**src/rtl/bsg_clk_gen_tag_pkg.sv**
```systemverilog
// Shared types and constants for the clock-generator tag sequencer.
package bsg_clk_gen_tag_pkg;

  typedef enum logic [2:0] {
    ST_IDLE,
    ST_TAG_RST,
    ST_NODE_RST,
    ST_PROG,
    ST_RELEASE,
    ST_SEL,
    ST_MEASURE,
    ST_DONE
  } state_e;

  typedef enum logic [1:0] {
    PH_LOAD,
    PH_BUSY,
    PH_GAP
  } phase_e;

  localparam int tag_rst_ones_c   = 32;
  localparam int tag_rst_zeros_c  = 8;
  localparam int gap_cycles_c     = 4;
  localparam int release_cycles_c = 16;

  function automatic int node_width(input int els);
    return (els > 1) ? $clog2(els) : 1;
  endfunction

  // Length field must be able to express the ds payload (ds_width + reset bit)
  function automatic int len_width(input int ds_width);
    return $clog2(ds_width + 2);
  endfunction

  function automatic logic [15:0] sat_inc(input logic [15:0] v, input logic inc);
    if (inc && (v != 16'hffff)) return v + 16'd1;
    return v;
  endfunction

endpackage

```
**src/rtl/bsg_clk_gen_tag_sequencer_if.sv**
```systemverilog
// Tag bus and clock-generator control signals between sequencer and generator.
interface bsg_clk_gen_tag_sequencer_if #(
  parameter int num_adgs_p = 1
);
  logic                    bsg_tag_en;
  logic                    bsg_tag_data;
  logic [2*num_adgs_p-1:0] bsg_clk_gen_sel;
  logic                    bsg_clk_gen_async_reset;
  logic                    bsg_clk_gen;

  modport master (
    output bsg_tag_en, bsg_tag_data, bsg_clk_gen_sel, bsg_clk_gen_async_reset,
    input  bsg_clk_gen
  );

  modport slave (
    input  bsg_tag_en, bsg_tag_data, bsg_clk_gen_sel, bsg_clk_gen_async_reset,
    output bsg_clk_gen
  );
endinterface

```
**src/rtl/bsg_tag_packet_tx.sv**
```systemverilog
// Serializes one bsg_tag packet LSB-first: start bit, node, data_not_reset, len, payload.
module bsg_tag_packet_tx #(
  parameter int nw = 2,
  parameter int lw = 4,
  parameter int pw = 9
) (
  input  logic          clk,
  input  logic          reset_n,
  input  logic          load,
  input  logic [nw-1:0] node,
  input  logic          dnr,
  input  logic [lw-1:0] len,
  input  logic [pw-1:0] payload,
  output logic          line_bit,
  output logic          last_bit
);

  localparam int fw = 2 + nw + lw + pw;
  localparam int cw = $clog2(fw + 1);

  logic [fw-1:0] shift_reg;
  logic [cw-1:0] remain_reg;
  logic          busy_reg;

  always_ff @(posedge clk) begin
    if (!reset_n) begin
      shift_reg  <= '0;
      remain_reg <= '0;
      busy_reg   <= 1'b0;
    end else if (busy_reg) begin
      shift_reg <= shift_reg >> 1;
      if (remain_reg == '0) busy_reg <= 1'b0;
      else remain_reg <= remain_reg - cw'(1);
    end else if (load) begin
      // Payload bits above len are never shifted out, so no masking is needed
      shift_reg  <= {payload, len, dnr, node, 1'b1};
      remain_reg <= cw'(1 + nw + lw) + cw'(len);
      busy_reg   <= 1'b1;
    end
  end

  assign line_bit = busy_reg & shift_reg[0];
  assign last_bit = busy_reg & (remain_reg == '0);

endmodule

```
**src/rtl/bsg_clk_gen_tag_sequencer.sv**
```systemverilog
// Programs clock generators over bsg_tag, releases them, then measures the generated clock.
module bsg_clk_gen_tag_sequencer
  import bsg_clk_gen_tag_pkg::*;
#(
  parameter int                     fast_sim_p          = 1,
  parameter int                     num_adgs_p          = 1,
  parameter int                     osc_width_p         = 5,
  parameter int                     ds_width_p          = 8,
  parameter int                     tag_els_p           = 4,
  parameter int                     tag_node_base_p     = 0,
  parameter logic [osc_width_p-1:0] osc_final_val_p     = '0,
  parameter logic [ds_width_p-1:0]  ds_final_val_p      = '0,
  parameter logic [1:0]             clk_mux_final_val_p = 2'b00,
  parameter int                     measure_cycles_p    = 64
) (
  input  logic                          clk_i,
  input  logic                          reset_n_i,
  input  logic                          start_i,
  bsg_clk_gen_tag_sequencer_if.master   tag_if,
  output logic [15:0]                   meas_count_o,
  output logic                          meas_valid_o,
  output logic                          done_o
);

  localparam int nw = node_width(tag_els_p);
  localparam int lw = len_width(ds_width_p);
  localparam int pw = (osc_width_p > ds_width_p + 1) ? osc_width_p : ds_width_p + 1;
  localparam int aw = (num_adgs_p > 1) ? $clog2(num_adgs_p) : 1;
  localparam logic [osc_width_p-1:0] osc_max_c = '1;

  state_e                  state_reg;
  phase_e                  phase_reg;
  logic [15:0]             cnt_reg;
  logic [aw-1:0]           adg_reg;
  logic [1:0]              sub_reg;
  logic [osc_width_p-1:0]  osc_reg;
  logic                    final_reg;
  logic                    en_reg;
  logic                    data_reg;
  logic [2*num_adgs_p-1:0] sel_reg;
  logic                    async_reset_reg;
  logic [2:0]              sync_reg;
  logic [15:0]             edge_cnt_reg;
  logic [15:0]             meas_count_reg;
  logic                    meas_valid_reg;
  logic                    done_reg;

  logic          pkt_load;
  logic          pkt_ds;
  logic          pkt_dnr;
  logic [nw-1:0] pkt_node;
  logic [lw-1:0] pkt_len;
  logic [pw-1:0] pkt_payload;
  logic [1:0]    last_sub;
  logic          tx_bit;
  logic          tx_last;
  logic          rise;

  // sync_reg[1:0] is the two-flop synchronizer, sync_reg[2] the previous sample
  assign rise = sync_reg[1] & ~sync_reg[2];

  // Packet fields: sub 0 addresses the osc node, sub 1/2 the ds node (reset bit set, then cleared)
  always_comb begin
    pkt_ds      = (sub_reg != 2'd0);
    pkt_dnr     = (state_reg == ST_PROG);
    pkt_node    = nw'(tag_node_base_p + 2 * int'(adg_reg) + (pkt_ds ? 1 : 0));
    pkt_len     = pkt_ds ? lw'(ds_width_p + 1) : lw'(osc_width_p);
    pkt_load    = ((state_reg == ST_NODE_RST) || (state_reg == ST_PROG)) && (phase_reg == PH_LOAD);
    last_sub    = (state_reg == ST_NODE_RST) ? 2'd1 : 2'd2;
    pkt_payload = '1;
    if (state_reg == ST_PROG) begin
      if (!pkt_ds) pkt_payload = pw'(osc_reg);
      else pkt_payload = pw'({ds_final_val_p, (sub_reg == 2'd1)});
    end
  end

  bsg_tag_packet_tx #(
    .nw (nw),
    .lw (lw),
    .pw (pw)
  ) tx (
    .clk      (clk_i),
    .reset_n  (reset_n_i),
    .load     (pkt_load),
    .node     (pkt_node),
    .dnr      (pkt_dnr),
    .len      (pkt_len),
    .payload  (pkt_payload),
    .line_bit (tx_bit),
    .last_bit (tx_last)
  );

  always_ff @(posedge clk_i) begin
    if (!reset_n_i) begin
      state_reg       <= ST_IDLE;
      phase_reg       <= PH_LOAD;
      cnt_reg         <= '0;
      adg_reg         <= '0;
      sub_reg         <= '0;
      osc_reg         <= (fast_sim_p != 0) ? osc_final_val_p : '0;
      final_reg       <= (fast_sim_p != 0);
      en_reg          <= 1'b0;
      data_reg        <= 1'b0;
      sel_reg         <= '0;
      async_reset_reg <= 1'b1;
      sync_reg        <= '0;
      edge_cnt_reg    <= '0;
      meas_count_reg  <= '0;
      meas_valid_reg  <= 1'b0;
      done_reg        <= 1'b0;
    end else begin
      sync_reg       <= {sync_reg[1:0], tag_if.bsg_clk_gen};
      meas_valid_reg <= 1'b0;
      data_reg       <= 1'b0;
      case (state_reg)
        ST_IDLE: begin
          if (start_i) begin
            state_reg <= ST_TAG_RST;
            en_reg    <= 1'b1;
            data_reg  <= 1'b1;
            cnt_reg   <= 16'd1;
          end
        end
        ST_TAG_RST: begin
          data_reg <= (cnt_reg < 16'(tag_rst_ones_c));
          cnt_reg  <= cnt_reg + 16'd1;
          if (cnt_reg == 16'(tag_rst_ones_c + tag_rst_zeros_c - 1)) begin
            state_reg <= ST_NODE_RST;
            phase_reg <= PH_LOAD;
            adg_reg   <= '0;
            sub_reg   <= '0;
          end
        end
        ST_NODE_RST, ST_PROG: begin
          data_reg <= tx_bit;
          case (phase_reg)
            PH_LOAD: phase_reg <= PH_BUSY;
            PH_BUSY: begin
              if (tx_last) begin
                phase_reg <= PH_GAP;
                cnt_reg   <= '0;
              end
            end
            PH_GAP: begin
              cnt_reg <= cnt_reg + 16'd1;
              if (cnt_reg == 16'(gap_cycles_c - 1)) begin
                phase_reg <= PH_LOAD;
                if (sub_reg != last_sub) begin
                  sub_reg <= sub_reg + 2'd1;
                end else begin
                  sub_reg <= '0;
                  if (adg_reg != aw'(num_adgs_p - 1)) begin
                    adg_reg <= adg_reg + aw'(1);
                  end else begin
                    adg_reg   <= '0;
                    cnt_reg   <= '0;
                    state_reg <= (state_reg == ST_NODE_RST) ? ST_PROG : ST_RELEASE;
                  end
                end
              end
            end
            default: phase_reg <= PH_LOAD;
          endcase
        end
        ST_RELEASE: begin
          async_reset_reg <= 1'b0;
          cnt_reg         <= cnt_reg + 16'd1;
          if (cnt_reg == 16'(release_cycles_c - 1)) state_reg <= ST_SEL;
        end
        ST_SEL: begin
          sel_reg      <= {num_adgs_p{clk_mux_final_val_p}};
          state_reg    <= ST_MEASURE;
          cnt_reg      <= '0;
          edge_cnt_reg <= '0;
        end
        ST_MEASURE: begin
          if (cnt_reg == 16'(measure_cycles_p - 1)) begin
            meas_count_reg <= sat_inc(edge_cnt_reg, rise);
            meas_valid_reg <= 1'b1;
            cnt_reg        <= '0;
            if (final_reg) begin
              state_reg <= ST_DONE;
            end else begin
              // Sweep continues without re-resetting nodes; the last step loads the final value
              state_reg <= ST_PROG;
              phase_reg <= PH_LOAD;
              if (osc_reg == osc_max_c) begin
                osc_reg   <= osc_final_val_p;
                final_reg <= 1'b1;
              end else begin
                osc_reg <= osc_reg + osc_width_p'(1);
              end
            end
          end else begin
            cnt_reg      <= cnt_reg + 16'd1;
            edge_cnt_reg <= sat_inc(edge_cnt_reg, rise);
          end
        end
        ST_DONE: done_reg <= 1'b1;
        default: state_reg <= ST_IDLE;
      endcase
    end
  end

  assign tag_if.bsg_tag_en              = en_reg;
  assign tag_if.bsg_tag_data            = data_reg;
  assign tag_if.bsg_clk_gen_sel         = sel_reg;
  assign tag_if.bsg_clk_gen_async_reset = async_reset_reg;
  assign meas_count_o                   = meas_count_reg;
  assign meas_valid_o                   = meas_valid_reg;
  assign done_o                         = done_reg;

endmodule

```
**src/flat_wrapper.sv**
```systemverilog
// flat-port wrapper written by rule: the top's interface ports become plain ports
module bsg_clk_gen_tag_sequencer_flat import bsg_clk_gen_tag_pkg::*;
#(
  parameter int                     fast_sim_p          = 1,
  parameter int                     num_adgs_p          = 1,
  parameter int                     osc_width_p         = 5,
  parameter int                     ds_width_p          = 8,
  parameter int                     tag_els_p           = 4,
  parameter int                     tag_node_base_p     = 0,
  parameter logic [osc_width_p-1:0] osc_final_val_p     = '0,
  parameter logic [ds_width_p-1:0]  ds_final_val_p      = '0,
  parameter logic [1:0]             clk_mux_final_val_p = 2'b00,
  parameter int                     measure_cycles_p    = 64
)
  (clk_i, reset_n_i, start_i, meas_count_o, meas_valid_o, done_o, tag_if_bsg_tag_en, tag_if_bsg_tag_data, tag_if_bsg_clk_gen_sel, tag_if_bsg_clk_gen_async_reset, tag_if_bsg_clk_gen);
  bsg_clk_gen_tag_sequencer_if #(.num_adgs_p(num_adgs_p)) tag_if_i ();
  input  logic clk_i;
  input  logic reset_n_i;
  input  logic start_i;
  output logic [15:0] meas_count_o;
  output logic meas_valid_o;
  output logic done_o;
  output wire logic [$bits(tag_if_i.bsg_tag_en)-1:0] tag_if_bsg_tag_en;
  output wire logic [$bits(tag_if_i.bsg_tag_data)-1:0] tag_if_bsg_tag_data;
  output wire logic [$bits(tag_if_i.bsg_clk_gen_sel)-1:0] tag_if_bsg_clk_gen_sel;
  output wire logic [$bits(tag_if_i.bsg_clk_gen_async_reset)-1:0] tag_if_bsg_clk_gen_async_reset;
  input wire logic [$bits(tag_if_i.bsg_clk_gen)-1:0] tag_if_bsg_clk_gen;
  assign tag_if_bsg_tag_en = tag_if_i.bsg_tag_en;
  assign tag_if_bsg_tag_data = tag_if_i.bsg_tag_data;
  assign tag_if_bsg_clk_gen_sel = tag_if_i.bsg_clk_gen_sel;
  assign tag_if_bsg_clk_gen_async_reset = tag_if_i.bsg_clk_gen_async_reset;
  assign tag_if_i.bsg_clk_gen = tag_if_bsg_clk_gen;
  bsg_clk_gen_tag_sequencer #(.fast_sim_p(fast_sim_p), .num_adgs_p(num_adgs_p), .osc_width_p(osc_width_p), .ds_width_p(ds_width_p), .tag_els_p(tag_els_p), .tag_node_base_p(tag_node_base_p), .osc_final_val_p(osc_final_val_p), .ds_final_val_p(ds_final_val_p), .clk_mux_final_val_p(clk_mux_final_val_p), .measure_cycles_p(measure_cycles_p)) u_core (.clk_i(clk_i), .reset_n_i(reset_n_i), .start_i(start_i), .tag_if(tag_if_i), .meas_count_o(meas_count_o), .meas_valid_o(meas_valid_o), .done_o(done_o));
endmodule
```
**config.mk**
```make
export PLATFORM = sky130hd
export DESIGN_NAME = bsg_clk_gen_tag_sequencer_flat
export DESIGN_NICKNAME = d
export VERILOG_FILES = /design/src/rtl/bsg_clk_gen_tag_pkg.sv /design/src/rtl/bsg_clk_gen_tag_sequencer_if.sv /design/src/rtl/bsg_tag_packet_tx.sv /design/src/rtl/bsg_clk_gen_tag_sequencer.sv /design/src/flat_wrapper.sv
export SDC_FILE = /design/constraint.sdc
export NUM_CORES = 1
export LEC_CHECK = 0
export CAP_MARGIN = 20
export CORE_ASPECT_RATIO = 0.75
export CORE_UTILIZATION = 45
export CTS_CLUSTER_DIAMETER = 150
export CTS_CLUSTER_SIZE = 28
export DETAILED_ROUTE_END_ITERATION = 6
export PLACE_DENSITY_LB_ADDON = 0.15
export SYNTH_ARGS = -nofsm -noshare
export SYNTH_HDL_FRONTEND = slang
export SYNTH_SLANG_ARGS = --single-unit
```
**constraint.sdc**
```tcl
create_clock -name clk_i -period 2.95 [get_ports clk_i]
set_input_delay 0.4425 -clock clk_i [delete_from_list [all_inputs] [get_ports clk_i]]
set_output_delay 0.4425 -clock clk_i [all_outputs]
set_load 0.01 [all_outputs]
```
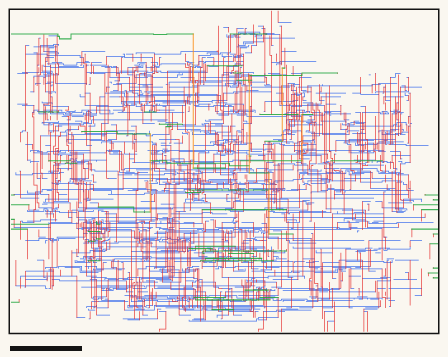
metal_stack.png
Bar = 20 um.
legend:
  red:
    layer: met2
    wire_length: 4470 um
  green:
    layer: met3
    wire_length: 514 um
  blue:
    layer: met1
    wire_length: 5750 um
  orange:
    layer: met4
    wire_length: 137 um
total track usage: 0.216
Vias: 4047
Wirelength per Cell: 15.3 um
routed wire length: 10900 um

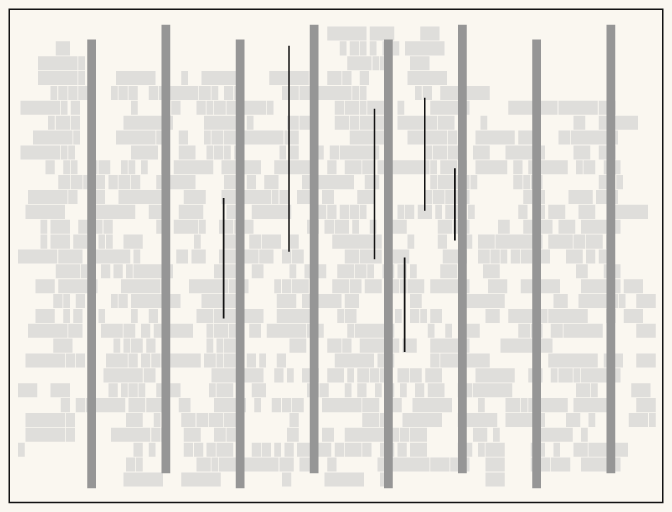
met4.png
Supply wires on this layer in gray. Cells faint in the background.
wire length on this layer: 137 um
longest straight run: 37.4 um

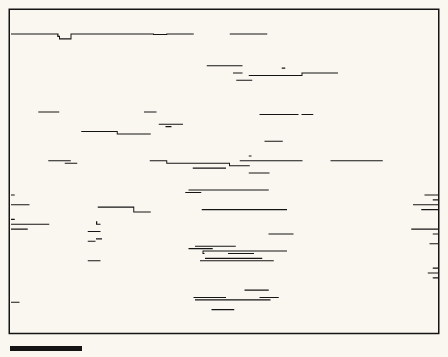
met3.png
Bar = 20 um.
wire length on this layer: 514 um
share of all routed wire: 4.7%
main direction: horizontal
longest straight run: 23.5 um
nets with wire on the layer: 46
GR Util met3: 0.0546

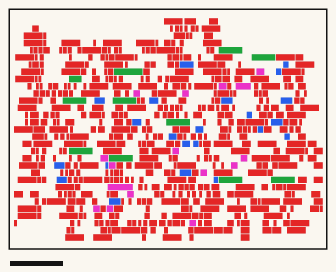
drive_strength.png
Bar = 20 um.
legend:
  blue:
    size: drive 2
    cells: 22
    share: 3.8%
  green:
    size: drive 6 and up
    cells: 11
    share: 1.9%
  magenta:
    size: drive 3 to 4
    cells: 16
    share: 2.8%
  red:
    size: drive 1 or less
    cells: 528
    share: 92%
Area Growth Syn to Fin: 12.9%
setup ws final: 408 ps

==> results.txt <==
fresh numbers from the pnr run: status completed, Final setup viols 0, fraction of layout cells with a size suffix above 1 0.0849, later-pin clock latency in the skew report 340 ps, required time of the critical path 3200 ps, final hold vios 0, worst slew pin tran around 1000 ps, TritonCTS clock tree done, clock sink count 92, critical-path cell list ha_1, and3_1, and4_1, or4_1, buf_4, o311ai_1, first-pass GRT wire length 18500 um, Slew headroom 0.338, Port Buffer Count 24, Worst VDD drop 0.389 mV, Final min period 2540 ps, met1 Track Usage GR 0.320, Hold Slack 459 ps, Post-Place Cell Area around 4900 um^2, fin crit share 0.862, DRC viols 0, num tapcells 132, Worst-path clk slew ~60 ps, Crit path depth 6, Crit-path slowest cell or4_1, initial antenna violation count 0, yosys cell count 567, hold crit path type flop to flop, Tool Warnings 28, post-route insts no fill 709, post-placement cell count around 690, DRT Pass-1 Iters 5, Place WS 469 ps, Die Y-Extent 90.0 um, flop count 92, Gate Area 2560 um^2, EDFF count, synth 0, critical path class flop to flop, LEAKAGE roughly 1.9 nW, metal3 WL 513 um, comb_multi_in 422, Seq share, synth 0.397, Cell variety after synth 70, setup TNS 0 ps, combinational gate power 903 uW, Num CTS Buffers 9, internal power 2.42 mW, post-synth top area share 0.397, Synth Warn # 0, Via-to-Cell Ratio 5.71, Top Consumer registers, CORE AREA between 9000 and 10000 um^2, inverter count 12, clock tree buffer count of the final layout 11, CTS Buffer Depth 2, Register Area between 1500 and 2000 um^2, cell family with most CP delay simple AND/OR/NAND/NOR gates, sw power 1.15 mW, number of global-route vias before repair roughly 3800, P per Cell Area about 680 nW/um^2, area reported by Yosys stat 4640 um^2, synthesized flop and latch total 92, cts hold-fix bufs 0, Signal buffers 35, crit path capture u_core.edge_cnt_reg[4], total grt overflow 0, Clock Tree Root clkbuf_16, Largest register FFs 17, H-tree levels 3, combinational share of cell area 0.489, # fillers just under 1000, fraction of area in registers 0.351, Die Size 10700 um^2
layout by cell type (no fill, tap or decap), types with 10 or more instances in the layout:
cell | synthesis | routed
xnor2_1 | 11 | 11
nand3_1 | 20 | 20
nand2_1 | 49 | 49
a21oi_1 | 38 | 38
and2_1 | 10 | 10
a211oi_1 | 12 | 12
xor2_1 | 14 | 14
and3_1 | 11 | 11
clkdlybuf4s50_1 | 0 | 24
nor3_1 | 17 | 17
buf_4 | 3 | 11
nand4_1 | 11 | 11
nor2_1 | 67 | 67
o21ai_0 | 38 | 38
dfxtp_1 | 92 | 92
inv_1 | 11 | 11
cell usage after synthesis, types with 7 or more instances:
cell type   n
a211oi_1   12
a21oi_1    38
a31oi_1     7
and2_1     10
and3_1     11
buf_2      10
clkbuf_1   25
dfxtp_1    92
ha_1        8
inv_1      11
nand2_1    49
nand3_1    20
nand4_1    11
nor2_1     67
nor3_1     17
o21a_1      7
o21ai_0    38
o31ai_1     9
or3_1       7
xnor2_1    11
xor2_1     14
logic make-up after synthesis:
family                     synth area share
xor gates and xnor gates             0.0471
adders and majority gates            0.0216
buffers and inverters                0.0520
and+or+nand+nor                       0.268
DFF                                   0.397
AOI/OAI and AO/OA                     0.198
other                              0.000807
muxes                                0.0159
worst min-delay path by stage:
stage                     cells past startpoint  slack [ps]                      end                    start
after global routing                          1         480       u_core.sync_reg[1]       u_core.sync_reg[0]
after floorplan                               1         410       u_core.sync_reg[1]       u_core.sync_reg[0]
after global placement                        2         440   u_core.tx.shift_reg[8]   u_core.tx.shift_reg[9]
after CTS                                     1         460       u_core.sync_reg[1]       u_core.sync_reg[0]
after detailed placement                      1         420       u_core.sync_reg[1]       u_core.sync_reg[0]
final                                         2         460  u_core.tx.shift_reg[11]  u_core.tx.shift_reg[12]
Power figures rest on the tool's default switching activity, not on a simulated workload.
